==> run_1/clock_map.png <==
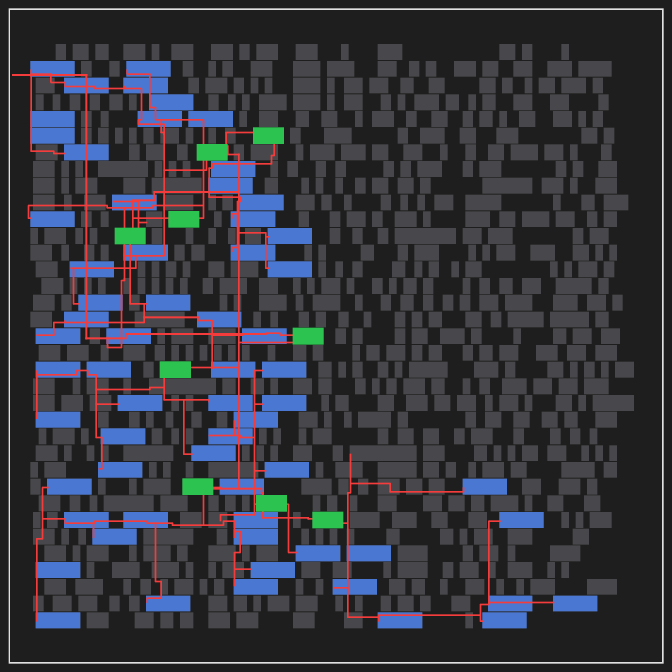
==> run_1/drive_strength.png <==
Bar = 20 um.
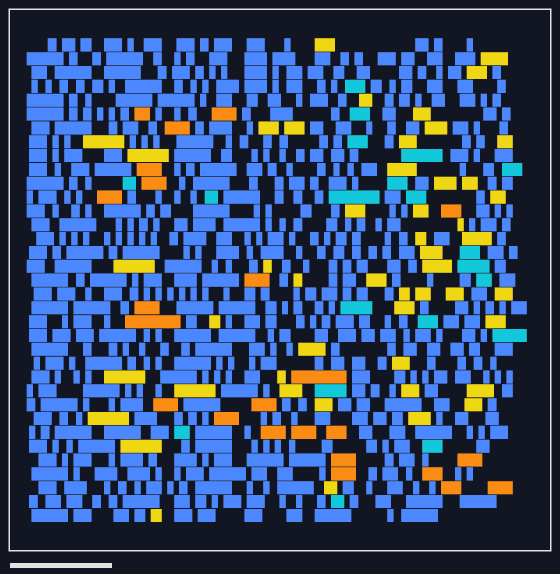
==> run_1/final_clocks.png <==
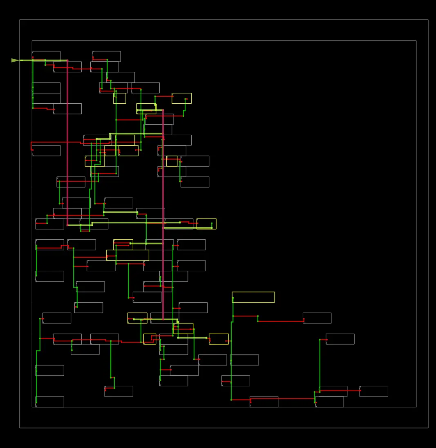
File: config.mk
export PLATFORM = sky130hd
export DESIGN_NAME = seven_seg_scan_n_flat
export DESIGN_NICKNAME = d
export VERILOG_FILES = /design/src/rtl/seven_seg_scan_n_if.sv /design/src/rtl/seven_seg_scan_n.sv /design/src/flat_wrapper.sv
export SDC_FILE = /design/constraint.sdc
export NUM_CORES = 1
export LEC_CHECK = 0
export ABC_CLOCK_PERIOD_IN_PS = 9400
export CAP_MARGIN = 30
export CELL_PAD_IN_SITES_DETAIL_PLACEMENT = 1
export CELL_PAD_IN_SITES_GLOBAL_PLACEMENT = 1
export CORE_MARGIN = 3
export CORE_UTILIZATION = 49
export CTS_BUF_LIST = sky130_fd_sc_hd__clkbuf_8
export DETAILED_ROUTE_END_ITERATION = 10
export GPL_TIMING_DRIVEN = 0
export HOLD_SLACK_MARGIN = 0.02
export PLACE_DENSITY_LB_ADDON = 0.12
export SYNTH_ARGS = -nofsm -noshare
export SYNTH_HDL_FRONTEND = slang
export SYNTH_SLANG_ARGS = --single-unit
File: constraint.sdc
create_clock -name clk -period 9.4 [get_ports clk]
set_input_delay 1.88 -clock clk [delete_from_list [all_inputs] [get_ports clk]]
set_output_delay 1.88 -clock clk [all_outputs]
set_load 0.1 [all_outputs]
File: src/rtl/seven_seg_scan_n_if.sv
// Display/strobe bundle for the seven_seg_scan_n scanner: digit data in,
// multiplexed active-low display lines and timing strobes out.
interface seven_seg_scan_n_if #(
  parameter int N_DIG    = 4,
  parameter int BRIGHT_W = 4
);
  logic [4*N_DIG-1:0]  dat;
  logic [N_DIG-1:0]    dp;
  logic [N_DIG-1:0]    blank;
  logic [BRIGHT_W-1:0] bright;
  logic [N_DIG-1:0]    AN;
  logic [6:0]          seg;
  logic                seg_P;
  logic                ce1ms;
  logic                ce10ms;

  modport master (
    output dat, dp, blank, bright,
    input  AN, seg, seg_P, ce1ms, ce10ms
  );

  modport slave (
    input  dat, dp, blank, bright,
    output AN, seg, seg_P, ce1ms, ce10ms
  );
endinterface

File: src/rtl/seven_seg_scan_n.sv
// N-digit multiplexed 7-segment scanner with frame snapshot, PWM brightness and
// ms/slow strobes. Define LZ_BLANK_EN to enable leading-zero suppression.
module seven_seg_scan_n #(
  parameter int N_DIG    = 4,
  parameter int FCLK     = 50000000,
  parameter int FSCAN    = 1000,
  parameter int FSLOW    = 100,
  parameter int BRIGHT_W = 4
) (
  input logic              clk,
  input logic              rst,
  seven_seg_scan_n_if.slave bus
);
  localparam int DIV    = FCLK / FSCAN;
  localparam int SUB    = DIV >> BRIGHT_W;
  localparam int NSLOW  = FSCAN / FSLOW;
  localparam int CNT_W  = $clog2(DIV);
  localparam int IDX_W  = $clog2(N_DIG);
  localparam int SLOW_W = $clog2(NSLOW);

  logic [CNT_W-1:0]      cnt;
  logic [IDX_W-1:0]      idx;
  logic [SLOW_W-1:0]     slow;
  logic [N_DIG-1:0][3:0] dat_s;
  logic [N_DIG-1:0]      dp_s;
  logic [N_DIG-1:0]      blank_s;
  logic [N_DIG-1:0]      lz_dark;
  logic [BRIGHT_W-1:0]   bright_h;
  logic [BRIGHT_W-1:0]   phase;
  logic                  first;
  logic                  tick;
  logic                  last_dig;
  logic                  lit;
  logic [N_DIG-1:0]      an_d, an_q;
  logic [6:0]            seg_d, seg_q;
  logic                  segp_d, segp_q;

  function automatic logic [6:0] hex7(input logic [3:0] h);
    case (h)
      4'h0: hex7 = 7'h40;  4'h1: hex7 = 7'h79;  4'h2: hex7 = 7'h24;  4'h3: hex7 = 7'h30;
      4'h4: hex7 = 7'h19;  4'h5: hex7 = 7'h12;  4'h6: hex7 = 7'h02;  4'h7: hex7 = 7'h78;
      4'h8: hex7 = 7'h00;  4'h9: hex7 = 7'h10;  4'hA: hex7 = 7'h08;  4'hB: hex7 = 7'h03;
      4'hC: hex7 = 7'h46;  4'hD: hex7 = 7'h21;  4'hE: hex7 = 7'h06;  default: hex7 = 7'h0E;
    endcase
  endfunction

  assign tick     = (cnt == CNT_W'(DIV - 1));
  assign last_dig = (idx == IDX_W'(N_DIG - 1));
  assign phase    = BRIGHT_W'(cnt / CNT_W'(SUB));

`ifdef LZ_BLANK_EN
  logic lz_seen;

  // Scan from the top digit down; everything above the first non-zero
  // nibble or lit decimal point stays dark, digit 0 never does.
  always_comb begin
    lz_seen = 1'b0;
    lz_dark = '0;
    for (int unsigned j = 0; j < N_DIG; j++) begin
      if (dat_s[N_DIG-1-j] != 4'h0 || dp_s[N_DIG-1-j]) lz_seen = 1'b1;
      lz_dark[N_DIG-1-j] = ~lz_seen;
    end
    lz_dark[0] = 1'b0;
  end
`else
  assign lz_dark = '0;
`endif

  always_comb begin
    an_d   = '1;
    seg_d  = 7'h7F;
    segp_d = 1'b1;
    lit    = (phase <= bright_h) && !(blank_s[idx] || lz_dark[idx]);
    if (lit) begin
      an_d[idx] = 1'b0;
      seg_d     = hex7(dat_s[idx]);
      segp_d    = ~dp_s[idx];
    end
  end

  always_ff @(posedge clk) begin
    if (rst) begin
      cnt      <= '0;
      idx      <= '0;
      slow     <= '0;
      dat_s    <= '0;
      dp_s     <= '0;
      blank_s  <= '0;
      bright_h <= '0;
      first    <= 1'b1;
      an_q     <= '1;
      seg_q    <= 7'h7F;
      segp_q   <= 1'b1;
    end else begin
      first  <= 1'b0;
      an_q   <= an_d;
      seg_q  <= seg_d;
      segp_q <= segp_d;
      if (tick) begin
        cnt  <= '0;
        idx  <= last_dig ? '0 : idx + 1'b1;
        slow <= (slow == SLOW_W'(NSLOW - 1)) ? '0 : slow + 1'b1;
      end else begin
        cnt <= cnt + 1'b1;
      end
      // Capture on the first cycle out of reset so frame 0 shows live data.
      if (first || (tick && last_dig)) begin
        dat_s   <= bus.dat;
        dp_s    <= bus.dp;
        blank_s <= bus.blank;
      end
      if (first || tick) bright_h <= bus.bright;
    end
  end

  assign bus.AN     = an_q;
  assign bus.seg    = seg_q;
  assign bus.seg_P  = segp_q;
  assign bus.ce1ms  = tick;
  assign bus.ce10ms = tick && (slow == SLOW_W'(NSLOW - 1));
endmodule

File: src/flat_wrapper.sv
// flat-port wrapper written by rule: the top's interface ports become plain ports
module seven_seg_scan_n_flat 
#(
  parameter int N_DIG    = 4,
  parameter int FCLK     = 50000000,
  parameter int FSCAN    = 1000,
  parameter int FSLOW    = 100,
  parameter int BRIGHT_W = 4
)
  (clk, rst, bus_dat, bus_dp, bus_blank, bus_bright, bus_AN, bus_seg, bus_seg_P, bus_ce1ms, bus_ce10ms);
  seven_seg_scan_n_if #(.N_DIG(N_DIG), .BRIGHT_W(BRIGHT_W)) bus_i ();
  input logic clk;
  input logic rst;
  input wire logic [$bits(bus_i.dat)-1:0] bus_dat;
  input wire logic [$bits(bus_i.dp)-1:0] bus_dp;
  input wire logic [$bits(bus_i.blank)-1:0] bus_blank;
  input wire logic [$bits(bus_i.bright)-1:0] bus_bright;
  output wire logic [$bits(bus_i.AN)-1:0] bus_AN;
  output wire logic [$bits(bus_i.seg)-1:0] bus_seg;
  output wire logic [$bits(bus_i.seg_P)-1:0] bus_seg_P;
  output wire logic [$bits(bus_i.ce1ms)-1:0] bus_ce1ms;
  output wire logic [$bits(bus_i.ce10ms)-1:0] bus_ce10ms;
  assign bus_i.dat = bus_dat;
  assign bus_i.dp = bus_dp;
  assign bus_i.blank = bus_blank;
  assign bus_i.bright = bus_bright;
  assign bus_AN = bus_i.AN;
  assign bus_seg = bus_i.seg;
  assign bus_seg_P = bus_i.seg_P;
  assign bus_ce1ms = bus_i.ce1ms;
  assign bus_ce10ms = bus_i.ce10ms;
  seven_seg_scan_n #(.N_DIG(N_DIG), .FCLK(FCLK), .FSCAN(FSCAN), .FSLOW(FSLOW), .BRIGHT_W(BRIGHT_W)) u_core (.clk(clk), .rst(rst), .bus(bus_i));
endmodule
==> impl_metrics.py, run 1 <==
# Auto-generated metrics
metrics = {
    "worst_setup_path": {
        "rrSetupSlack_ps": 1510,
        "reg2reg_depth": 31,
        "max_stage_delay_ps": 580,
        "crit_fanout": 10,
    },
    "power_and_ir_drop": {
        "ir_drop_v": 0.000125,
        "p_per_area_mw_per_mm2": 116,
    },
    "sta": {
        "final_hold_viol_count": 0,
        "finalClockPeriodUsage_pct": 83.9,
        "setup_viol": 0,
    },
    "floorplanning": {
        "core-area_mm2": 0.00950,
        "pin_count": 44,
    },
    "outcome": {
        "status": "complete, no violations",
    },
    "drt": {
        "via_per_inst": 6.12,
        "ant_nets": 0,
    },
    "synthesis": {
        "ys_cells": 614,
        "yosysSeqAreaShare_pct": 25.7,
        "synth_nets": 663,
        "yosysUniqueCellTypes": 102,
    },
    "cts": {
        "cts-htree-levels": 3,
        "cts_root_buf": "clkbuf_8",
        "cts_resized": 0,
    },
    "grt": {
        "grt_pass1_wl_um": 26500,
        "grt_most_used_layer": "met2",
        "grt_util_met2_pct": 51.6,
        "globalRouteMet3Util_pct": 4.01,
        "overflow": 0,
    },
    "flow_run": {
        "cap_violations": 0,
        "warnings": 37,
    },
    "placed_design": {
        "gp_congestion": 0.892,
    },
}
-- clock_map.png (at the start) --
Key: blue = flip-flops [count 63]; green = cells driving clock nets [count 9]; red = clock wires [length 920 um]
There are 10 routed clock nets.

-- drive_strength.png (at the start) --
Key: cyan = drive 3 to 4 [cells 20]; orange = drive 6 and up [cells 23]; yellow = drive 2 [cells 49]; blue = drive 1 or less [cells 582]

-- final_clocks.png (at the start) --
Layout Skew: 12.1 ps
CTS buffer count: 9
sinks on the clock net: 63

run 1: cells by family after synthesis:
logic type	Yosys count	share of synthesized area (%)
buffers and inverters	54	6.09
XOR/XNOR	28	5.68
AND-OR/OR-AND	164	23.6
multiplexers	19	6.04
flip-flops	63	25.7
adder cells (fa/ha/maj)	21	5.25
AND/OR/NAND/NOR	265	27.7
run 1: stage by stage:
stage                     hold slack, ps  cell area [um^2]  total power (uW)
after global routing                 471              5740               690
after CTS                            458              5740               668
final                                455              5740               666
after global placement               436              5510               387
after floorplan                      429              4910               356
after detailed placement             448              5510               393
run 1: worst max path at each step:
stage / cells after the start / startpoint / slack [ps] / end
after floorplan: 4 / u_core.cnt[13] / 2100 / bus_ce10ms
after global routing: 30 / u_core.cnt[8] / 880 / u_core.bus.seg[2]
final: 31 / u_core.cnt[13] / 1510 / u_core.bus.seg[2]
after detailed placement: 31 / u_core.cnt[13] / 1900 / u_core.bus.seg[2]
after CTS: 31 / u_core.cnt[13] / 1730 / u_core.bus.seg[2]
after global placement: 30 / u_core.cnt[8] / 2230 / u_core.bus.seg[5]
run 1: flip-flops by register name, indices dropped and copies added (netlist names):
name,cells
u_core.bright_h,4
u_core.blank_s,4
u_core.bus.AN,4
u_core.dp_s,4
u_core.cnt,16
u_core.bus.seg,7
u_core.first,1
u_core.bus.seg_P,1
u_core.idx,2
u_core.dat_s,16
u_core.slow,4
run 1: per-layer routing:
metal | vias up | part of all wire (%)
met1 | 2428 | 43
met2 | 116 | 51
met4 | 0 | 3.4
met3 | 36 | 3.1
li1 | 2336 | -
met5 | - | 0
run 1: synth_stat cells, types with 5 or more instances:
cell,count,area share [%]
nand2_1,92,7.0
dfxtp_1,63,26
a21oi_1,57,5.8
nor2_1,54,4.1
o21ai_0,26,2.6
nand3_1,23,2.3
nor3_1,23,2.3
ha_1,19,4.8
inv_1,19,1.5
xnor2_1,17,3.0
clkbuf_1,16,1.2
a211oi_1,8,1.2
o221ai_1,8,1.4
xor2_1,8,1.4
and3_1,7,0.89
mux4_2,7,3.2
clkbuf_8,6,1.7
mux2i_1,6,1.2
nor2b_1,6,0.76
o211ai_1,6,0.92
o31ai_1,6,0.92
mux2_2,5,1.1
nand2b_1,5,0.64
or3_1,5,0.64
run 1: area by class of cell:
type                       count  area [um^2]
multi-input combinational    497         3350
fill                        1170         3760
clock inverter                 6         92.6
inverter                      22         82.6
clock buffer                  10          138
tap                          129          161
buffer                        32          216
timing repair buffer          44          435
sequential                    63         1260
run 1: report_power, final:
part,switching [uW],internal [uW],total [uW]
Combinational,67.8,34.7,102
Clock,119,158,277
Sequential,7.90,279,287
Total,194,472,666
run 1: critical path: cells and delay by family (launching register included):
family / cells / cell delay (ps)
buffers and inverters: 3 / 720
AOI/OAI and AO/OA: 15 / 3670
muxes: 1 / 340
adders and majority gates: 2 / 390
xor gates and xnor gates: 1 / 360
DFF: 1 / 320
and+or+nand+nor: 9 / 1900
==> run_1/met4.png <==
Bar = 20 um.
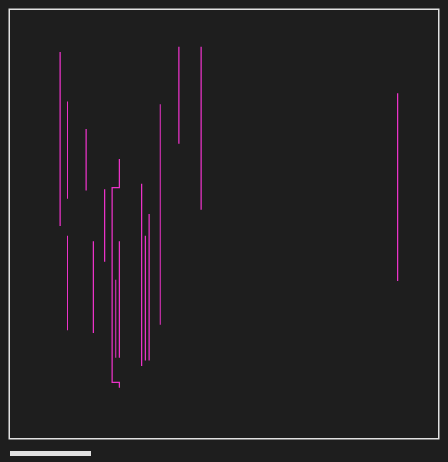

==> run 2: changes to the inputs <==
- ABC_CLOCK_PERIOD_IN_PS: 9400 -> 8200
- CORE_UTILIZATION: 49 -> 45
- clock period: 9.4 -> 8.2 ns (I/O delays scaled with it)
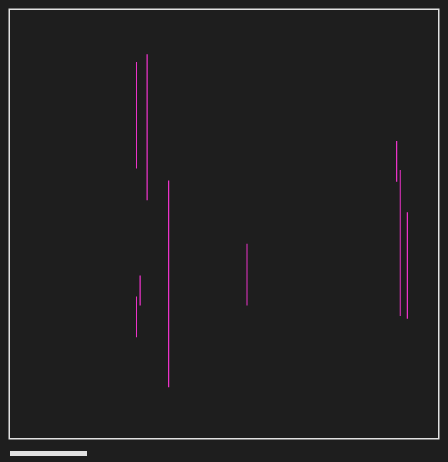
(run_2/met4.png)
Bar = 20 um.
The layer carries 226 um of wire. The wires run mostly vertical.
Routed Wire Length: 14300 um
DR vias: 4815

==> run 2 against run 1 <==
Combinational power increased by about 10%. Core utilization decreased by 5.5 points. First-iteration DRC count increased by 11%. Register-to-register slack got worse by 960 ps. Area after synthesis unchanged. Global-route usage decreased by 5.2 points. Worst hold slack got worse by 6.0 ps. Largest power group unchanged.
==> impl_metrics.py, run 2 <==
# Auto-generated metrics
metrics = {
    "outcome": {
        "status": "complete, no violations",
    },
    "synthesis": {
        "yosys-top-cells-area": "dfxtp_1 26%, nand2_1 7.0%, a21oi_1 5.8%",
        "synth_nets": 663,
        "top_area_cell": "dfxtp_1",
        "synthTopCellsByCount": "92 x nand2_1, 63 x dfxtp_1, 57 x a21oi_1",
        "ys_cells": 614,
    },
    "finish": {
        "seq_area_mm2": 0.00126,
        "design_area_mm2": 0.00574,
    },
    "worst_setup_path": {
        "path_delay_family": "AND-OR/OR-AND gates",
        "max_stage_delay_ps": 520,
        "crit_fanout": 10,
        "endpoint": "u_core.bus.seg[1]",
    },
    "sta": {
        "finalClockPeriodUsage_pct": 93.3,
        "final_hold_viol_count": 0,
    },
    "grt": {
        "overflow": 0,
    },
    "power_and_ir_drop": {
        "intPower_uw": 535,
        "clock_power_share_pct": 40.0,
        "ir_drop_v": 0.000140,
    },
    "floorplanning": {
        "pin_count": 44,
    },
    "cts": {
        "cts.sinks": 63,
    },
}
run 2: cell counts after synthesis:
Identical to the previous run, type by type.
run 2: worst min path at each step:
stage / from / end / slack, ps
global route: u_core.blank_s[1] / u_core.blank_s[1] / 470
global placement: u_core.dp_s[1] / u_core.dp_s[1] / 440
detailed placement: u_core.dat_s[7] / u_core.dat_s[7] / 450
finish: u_core.bright_h[3] / u_core.bright_h[3] / 450
floorplan: u_core.blank_s[2] / u_core.blank_s[2] / 430
CTS: u_core.bright_h[3] / u_core.bright_h[3] / 450
run 2: worst reg2reg max path: cells and delay by family (launching register included):
kind,cells,cell delay (ps)
XOR/XNOR,1,390
AND-OR/OR-AND,15,3640
multiplexers,1,330
adder cells (fa/ha/maj),2,390
buffers and inverters,3,670
flip-flops,1,310
AND/OR/NAND/NOR,9,1750
run 2: cells by family (layout without fill, tap and decap cells):
logic type | Yosys count | in the layout | share of synthesized area (%)
xor+xnor | 28 | 28 | 5.68
flops | 63 | 63 | 25.7
fa+ha+maj | 21 | 21 | 5.25
simple gates | 265 | 265 | 27.7
compound gates | 164 | 164 | 23.6
buf+inv | 54 | 113 | 6.09
mux | 19 | 19 | 6.04
run 2: repair_timing:
item | 4_1_cts | 5_1_grt
gates resized | 0 | 2
endpoints found under the setup margin | 0 | 7
setup buffers | 0 | 0
run 2: power by group through the flow:
stage                     sequential, uW  clock, uW  combinational (uW)
after global placement               334          0                 110
final                                328        294                 113
after detailed placement             335          0                 113
after CTS                            328        301                 114
after floorplan                      367          0                41.5
after global routing                 329        318                 123
run 2: metrics by stage:
| step | hold WS [ps] | total power (uW) | util (%) | cells | setup WS [ps] |
|---|---|---|---|---|---|
| after global routing | 469 | 770 | 54.9 | 809 | 28.3 |
| after global placement | 437 | 444 | 52.7 | 793 | 984 |
| final | 449 | 735 | 54.9 | 809 | 550 |
| after CTS | 453 | 743 | 54.8 | 809 | 593 |
| after floorplan | 429 | 408 | - | 614 | 1140 |
| after detailed placement | 445 | 448 | 52.8 | 794 | 661 |
run 2: routing by layer:
metal	part of all wire, %	GRT usage, %
met2	51	42.1
met4	1.6	6.98
met5	0	0
met1	44	29.3
met3	3.8	3.67
run 2: area by class of cell:
cell class | instances | share of cell area, %
multi-input cells | 497 | 58.6
flip-flops and latches | 63 | 22.0
repair buffers | 44 | 7.58
plain buffers | 32 | 3.77
well taps | 136 | 2.96
clock buffers | 10 | 2.40
inverters | 22 | 1.44
clock inverters | 5 | 1.29
Power is estimated from default activity; no workload was simulated.
